<file path="config.mk">
export PLATFORM = sky130hd
export DESIGN_NAME = mux_eight_rr_arbiter
export DESIGN_NICKNAME = d
export VERILOG_FILES = /design/src/rtl/mux_arb_pkg.sv /design/src/rtl/mux_eight.sv /design/src/rtl/rr_pick_eight.sv /design/src/rtl/mux_eight_rr_arbiter.sv
export SDC_FILE = /design/constraint.sdc
export NUM_CORES = 1
export LEC_CHECK = 0
export CAP_MARGIN = 0
export CORE_ASPECT_RATIO = 0.7
export CORE_UTILIZATION = 45
export DETAILED_ROUTE_END_ITERATION = 10
export HOLD_SLACK_MARGIN = 0.12
export PLACE_DENSITY_LB_ADDON = 0.08
export RECOVER_POWER = 100
export SLEW_MARGIN = 20
export SYNTH_ARGS = -nofsm -noshare
export SYNTH_HDL_FRONTEND = slang
export SYNTH_HIERARCHICAL = 1
export SYNTH_SLANG_ARGS = --single-unit
</file>
<file path="constraint.sdc">
create_clock -name clk_i -period 9.6 [get_ports clk_i]
set_clock_uncertainty 0.2 [all_clocks]
set_input_delay 1.92 -clock clk_i [delete_from_list [all_inputs] [get_ports clk_i]]
set_output_delay 1.92 -clock clk_i [all_outputs]
set_load 0.03 [all_outputs]
</file>
<file path="src/rtl/mux_arb_pkg.sv">
// Shared types and constants for the eight-way round-robin mux arbiter.
package mux_arb_pkg;

    localparam int NUM_REQ = 8;
    localparam int SEL_W   = 3;

    typedef enum logic {
        ARB_IDLE,
        ARB_GRANT
    } arb_state_t;

    // One-hot encode a requester index into a grant vector.
    function automatic logic [NUM_REQ-1:0] onehot(input logic [SEL_W-1:0] idx);
        onehot      = '0;
        onehot[idx] = 1'b1;
    endfunction

endpackage

</file>
<file path="src/rtl/mux_eight.sv">
// Plain 8:1 bus multiplexer; the select is expected to come from a register.
module mux_eight
    import mux_arb_pkg::*;
#(
    parameter int BITS = 2
) (
    input  logic [NUM_REQ-1:0][BITS-1:0] data_i,
    input  logic [SEL_W-1:0]             sel_i,
    output logic [BITS-1:0]              data_o
);

    assign data_o = data_i[sel_i];

endmodule

</file>
<file path="src/rtl/rr_pick_eight.sv">
// Combinational rotate-priority picker: returns the first set request bit
// found scanning ptr, ptr+1, ... ptr+7 (mod 8).
module rr_pick_eight
    import mux_arb_pkg::*;
(
    input  logic [NUM_REQ-1:0] req_i,
    input  logic [SEL_W-1:0]   ptr_i,
    output logic               found_o,
    output logic [SEL_W-1:0]   idx_o
);

    logic [SEL_W-1:0] cand;

    // Scan from the farthest offset down so the nearest set bit to ptr wins.
    always_comb begin
        // NOTE: every output gets a default before the loop so no path leaves it unassigned (no latch).
        found_o = 1'b0;
        idx_o   = '0;
        cand    = '0;
        for (int i = NUM_REQ - 1; i >= 0; i--) begin
            cand = ptr_i + SEL_W'(i);
            if (req_i[cand]) begin
                found_o = 1'b1;
                idx_o   = cand;
            end
        end
    end

endmodule

</file>
<file path="src/rtl/mux_eight_rr_arbiter.sv">
// Round-robin arbiter sharing one 8:1 bus mux among eight requesters.
// A grant lasts for a whole burst; the granted bus is forwarded downstream
// under a valid/ready handshake. One IDLE cycle separates any two grants.
module mux_eight_rr_arbiter
    import mux_arb_pkg::*;
#(
    parameter int BITS      = 2,
    parameter int MAX_BURST = 16
) (
    input  logic                         clk_i,
    input  logic                         rst_ni,
    input  logic [NUM_REQ-1:0]           req_i,
    input  logic [NUM_REQ-1:0]           last_i,
    input  logic [NUM_REQ-1:0][BITS-1:0] data_i,
    input  logic                         ready_i,
    output logic                         valid_o,
    output logic [BITS-1:0]              data_o,
    output logic [SEL_W-1:0]             select_o,
    output logic [NUM_REQ-1:0]           grant_o,
    output logic                         busy_o
);

    localparam int                CNT_W    = $clog2(MAX_BURST + 1);
    localparam logic [CNT_W-1:0]  LAST_CNT = CNT_W'(MAX_BURST - 1);

    arb_state_t        state;
    logic [CNT_W-1:0]  beat_cnt;
    logic [SEL_W-1:0]  ptr;

    logic              pick_found;
    logic [SEL_W-1:0]  pick_idx;

    logic              sel_req;
    logic              sel_last;
    logic              beat;
    logic              burst_end;
    logic              withdraw;
    logic              release_grant;

    rr_pick_eight u_pick (
        .req_i   (req_i),
        .ptr_i   (ptr),
        .found_o (pick_found),
        .idx_o   (pick_idx)
    );

    mux_eight #(
        .BITS (BITS)
    ) u_mux (
        .data_i (data_i),
        .sel_i  (select_o),
        .data_o (data_o)
    );

    // Only the granted requester's req/last bits matter; others are ignored.
    assign sel_req  = req_i[select_o];
    assign sel_last = last_i[select_o];

    assign busy_o  = (state == ARB_GRANT);
    assign valid_o = busy_o & sel_req;
    assign beat    = valid_o & ready_i;

    // A burst ends on its last beat or when the beat budget is used up;
    // a dropped request releases at once without a beat.
    assign burst_end     = beat & (sel_last | (beat_cnt == LAST_CNT));
    assign withdraw      = busy_o & ~sel_req;
    assign release_grant = burst_end | withdraw;

    // Arbitration FSM with registered select/grant, beat counter and rotation pointer.
    always_ff @(posedge clk_i or negedge rst_ni) begin
        if (!rst_ni) begin
            state    <= ARB_IDLE;
            select_o <= '0;
            grant_o  <= '0;
            beat_cnt <= '0;
            ptr      <= '0;
        end else begin
            // NOTE: non-blocking assignments so every register updates from pre-edge values.
            case (state)
                ARB_IDLE: begin
                    if (pick_found) begin
                        state    <= ARB_GRANT;
                        select_o <= pick_idx;
                        grant_o  <= onehot(pick_idx);
                        beat_cnt <= '0;
                    end
                end
                ARB_GRANT: begin
                    if (release_grant) begin
                        state    <= ARB_IDLE;
                        grant_o  <= '0;
                        beat_cnt <= '0;
                        ptr      <= select_o + SEL_W'(1);
                    end else if (beat) begin
                        beat_cnt <= beat_cnt + CNT_W'(1);
                    end
                end
                default: begin
                    state   <= ARB_IDLE;
                    grant_o <= '0;
                end
            endcase
        end
    end

endmodule

</file>
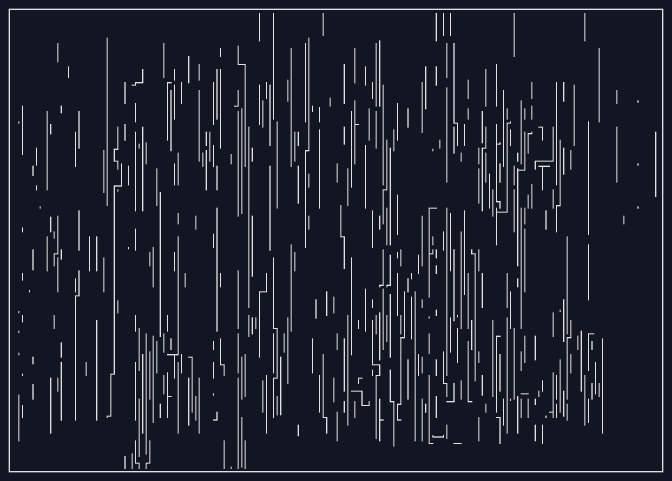
(images/met2.png)
wire length on this layer: 2040 µm
nets with wire on the layer: 250
final wirelength: 4901 µm
Vias: 1883
met2 Use GR: 31.82%

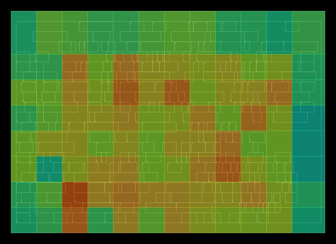
(images/final_congestion.png)
WL/cell: 15.66 µm
most used routing layer: met1
post-layout util: 60.08%
grt met1 use: 32.84%
global routing usage on met3: 4.420%

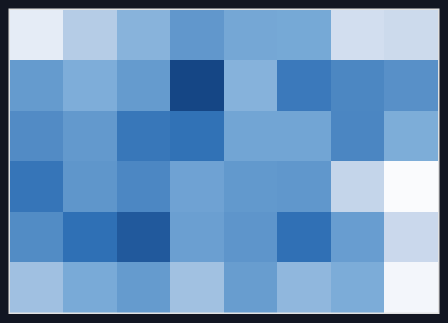
(images/density.png)
The die is cut into 8 by 6 equal tiles; white is low, dark blue is high, 0 to 100% covered.
tiles over 75% full: 4.2%
fullest tile: 91%
mean over tiles: 52%

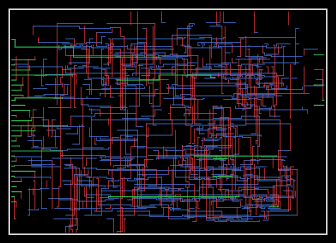
(images/metal_stack.png)
[red] met2 | wire length: 2040 µm
[blue] met1 | wire length: 2590 µm
[green] met3 | wire length: 276 µm
Tot GR Track Use: 21.30%

==> summary.txt <==
yosys + openroad results -> Syn Std Cell Area=0.002158 mm², WHS Path Cells=1, hold worst-path end=beat_cnt[4]$_DFFE_PN0P_, Hold Violations, Final=0, status=completed, core region area=0.004479 mm², vias in the first global route=1761, Syn-to-layout area delta=24.70%, routability congestion estimate=0.8272, vias per cell=6.016, crit path max-delay cell type=dlygate4sd3_1, Init Core Util=48.18%, Top non-seq family=multiplexers, CP Depth=6, Chip Area, Yosys=0.002158 mm², fillers=403, Slew Limit Headroom=38.93%, fa+ha+maj area frac=2.899%, Worst Path Arrival=4.03 ns, Worst path most repeated cell=dlygate4sd3_1, dpl hpwl=3718 µm, CP top delay family=buffers and inverters, Dominant Register Cell=dfrtp_1, met2 WL=2039 µm, DR iter-0 viols=78, Max Root-Sink Buffers=2, WL met3=275 µm, Ant. Diodes=0, asr flop ratio synth=100.0%, final setup vio count=0, Mapped Cells=216, number of enable flip-flop cells=0, placed cell area=0.002646 mm², Die Y=59.94 µm, Synth Register Bits=20, CP Class=input pin to output port, first-pass GRT wire length=8445 µm, CP bufs+invs=2, Top Metal Used=met3, Residual DRC=0, crit start category=input pin, RSZ-0062 raised after global routing=false, Final Non-Filler Cells=313, Hold Startpoint=beat_cnt[4]$_DFFE_PN0P_, R2R depth=11, Log Warnings=27, # rows=20, top cell type by instance count after synthesis=nand2_1, TritonCTS clock tree=done, Num CTS Buffers=3, minimum setup slack among reg-to-reg paths=5.31 ns, Worst VDD drop=0.1391 mV, simple share=15.07%, hold buffers post-CTS=0, Worst-path clk slew=0.07 ns, Max Clock Freq=162.7 MHz, end of the critical path=valid_o, number of synthesis warnings=6, CP peak stage delay=0.76 ns, final worst-path cycle share=64.04%, Floorplan Nets=256, pin count of the biggest net entering global routing=24, layout cells sized above 1=12.40%, area share, top type=23.19%, element type at the critical path end=output port, Worst EP required=7.48 ns
[registers in the layout, summed over array words and instances, names as in the netlist]
register	cells
beat_cnt	5
ptr	3
select_o	3
grant_o	8
busy_o	1
[layout by cell type, fill, tap and decap left out, types with 2 or more instances in the layout]
| master | netlist | routed |
|---|---|---|
| a31oi_1 | 5 | 5 |
| mux4_1 | 9 | 9 |
| and2_1 | 3 | 3 |
| mux2_1 | 1 | 2 |
| mux4_2 | 6 | 6 |
| and3_1 | 3 | 3 |
| o22ai_1 | 2 | 2 |
| nand2b_1 | 2 | 2 |
| clkbuf_8 | 0 | 3 |
| nor2_1 | 11 | 11 |
| nand2_1 | 22 | 22 |
| nor4_1 | 4 | 4 |
| mux2_4 | 3 | 2 |
| a32oi_1 | 2 | 2 |
| inv_1 | 11 | 12 |
| o21ai_0 | 3 | 4 |
| a21oi_1 | 14 | 14 |
| a22o_1 | 2 | 2 |
| nor2b_1 | 7 | 7 |
| nor3_1 | 6 | 6 |
| clkdlybuf4s50_1 | 0 | 31 |
| xor2_1 | 3 | 3 |
| mux2_2 | 8 | 8 |
| a32o_1 | 2 | 2 |
| a211oi_1 | 2 | 2 |
| o22ai_2 | 8 | 8 |
| ha_1 | 5 | 5 |
| nand3_1 | 2 | 3 |
| dlygate4sd3_1 | 0 | 18 |
| dfrtp_1 | 20 | 20 |
| mux2i_1 | 13 | 13 |
| o31ai_1 | 2 | 3 |
[where the power goes]
group	switching (W)	internal, W	leakage, nW	total, W
Combinational	0.000387	0.000340	0.841	0.000727
Clock	0.0000301	0.0000557	0.0357	0.0000858
Sequential	0.0000909	0.000110	0.259	0.000201
[area by class of cell]
| cell class | count | area, µm² | share of cell area [%] |
|---|---|---|---|
| tap | 55 | 68.82 | 2.557 |
| clock inverter | 1 | 30.03 | 1.116 |
| sequential | 20 | 500.5 | 18.60 |
| multi-input combinational | 172 | 1511 | 56.16 |
| clock buffer | 3 | 41.29 | 1.534 |
| inverter | 13 | 48.80 | 1.813 |
| timing repair buffer | 49 | 490.5 | 18.22 |
[worst reg2reg max path, delay by kind of cell, from the launching register on]
family	cells	cell delay, ns
AND-OR/OR-AND	6	1.66
flip-flops	1	0.74
adder cells (fa/ha/maj)	1	0.56
multiplexers	1	0.49
buffers and inverters	1	0.27
AND/OR/NAND/NOR	2	0.25
[through the flow]
step           setup slack, ns  power (W)  hold slack (ns)
6_report                 3.452   0.001014           0.3210
5_1_grt                  3.344   0.001107           0.3498
4_1_cts                  3.608   0.001045           0.3264
3_5_place_dp             3.621  0.0009549           0.3089
3_3_place_gp             3.639  0.0009512           0.2801
2_1_floorplan            4.703  0.0007952           0.2658
[kinds of logic after synthesis]
group / Yosys count
multiplexers: 40
AND/OR/NAND/NOR: 65
AND-OR/OR-AND: 58
XOR/XNOR: 4
flip-flops: 20
buffers and inverters: 24
adder cells (fa/ha/maj): 5
[metal layers]
layer	up-vias	track usage, %
met3	0	4.420
met5	-	0
li1	931	-
met1	903	32.84
met4	0	1.695
met2	49	31.82
No activity file was given, so power comes from the tool's default toggle rates.
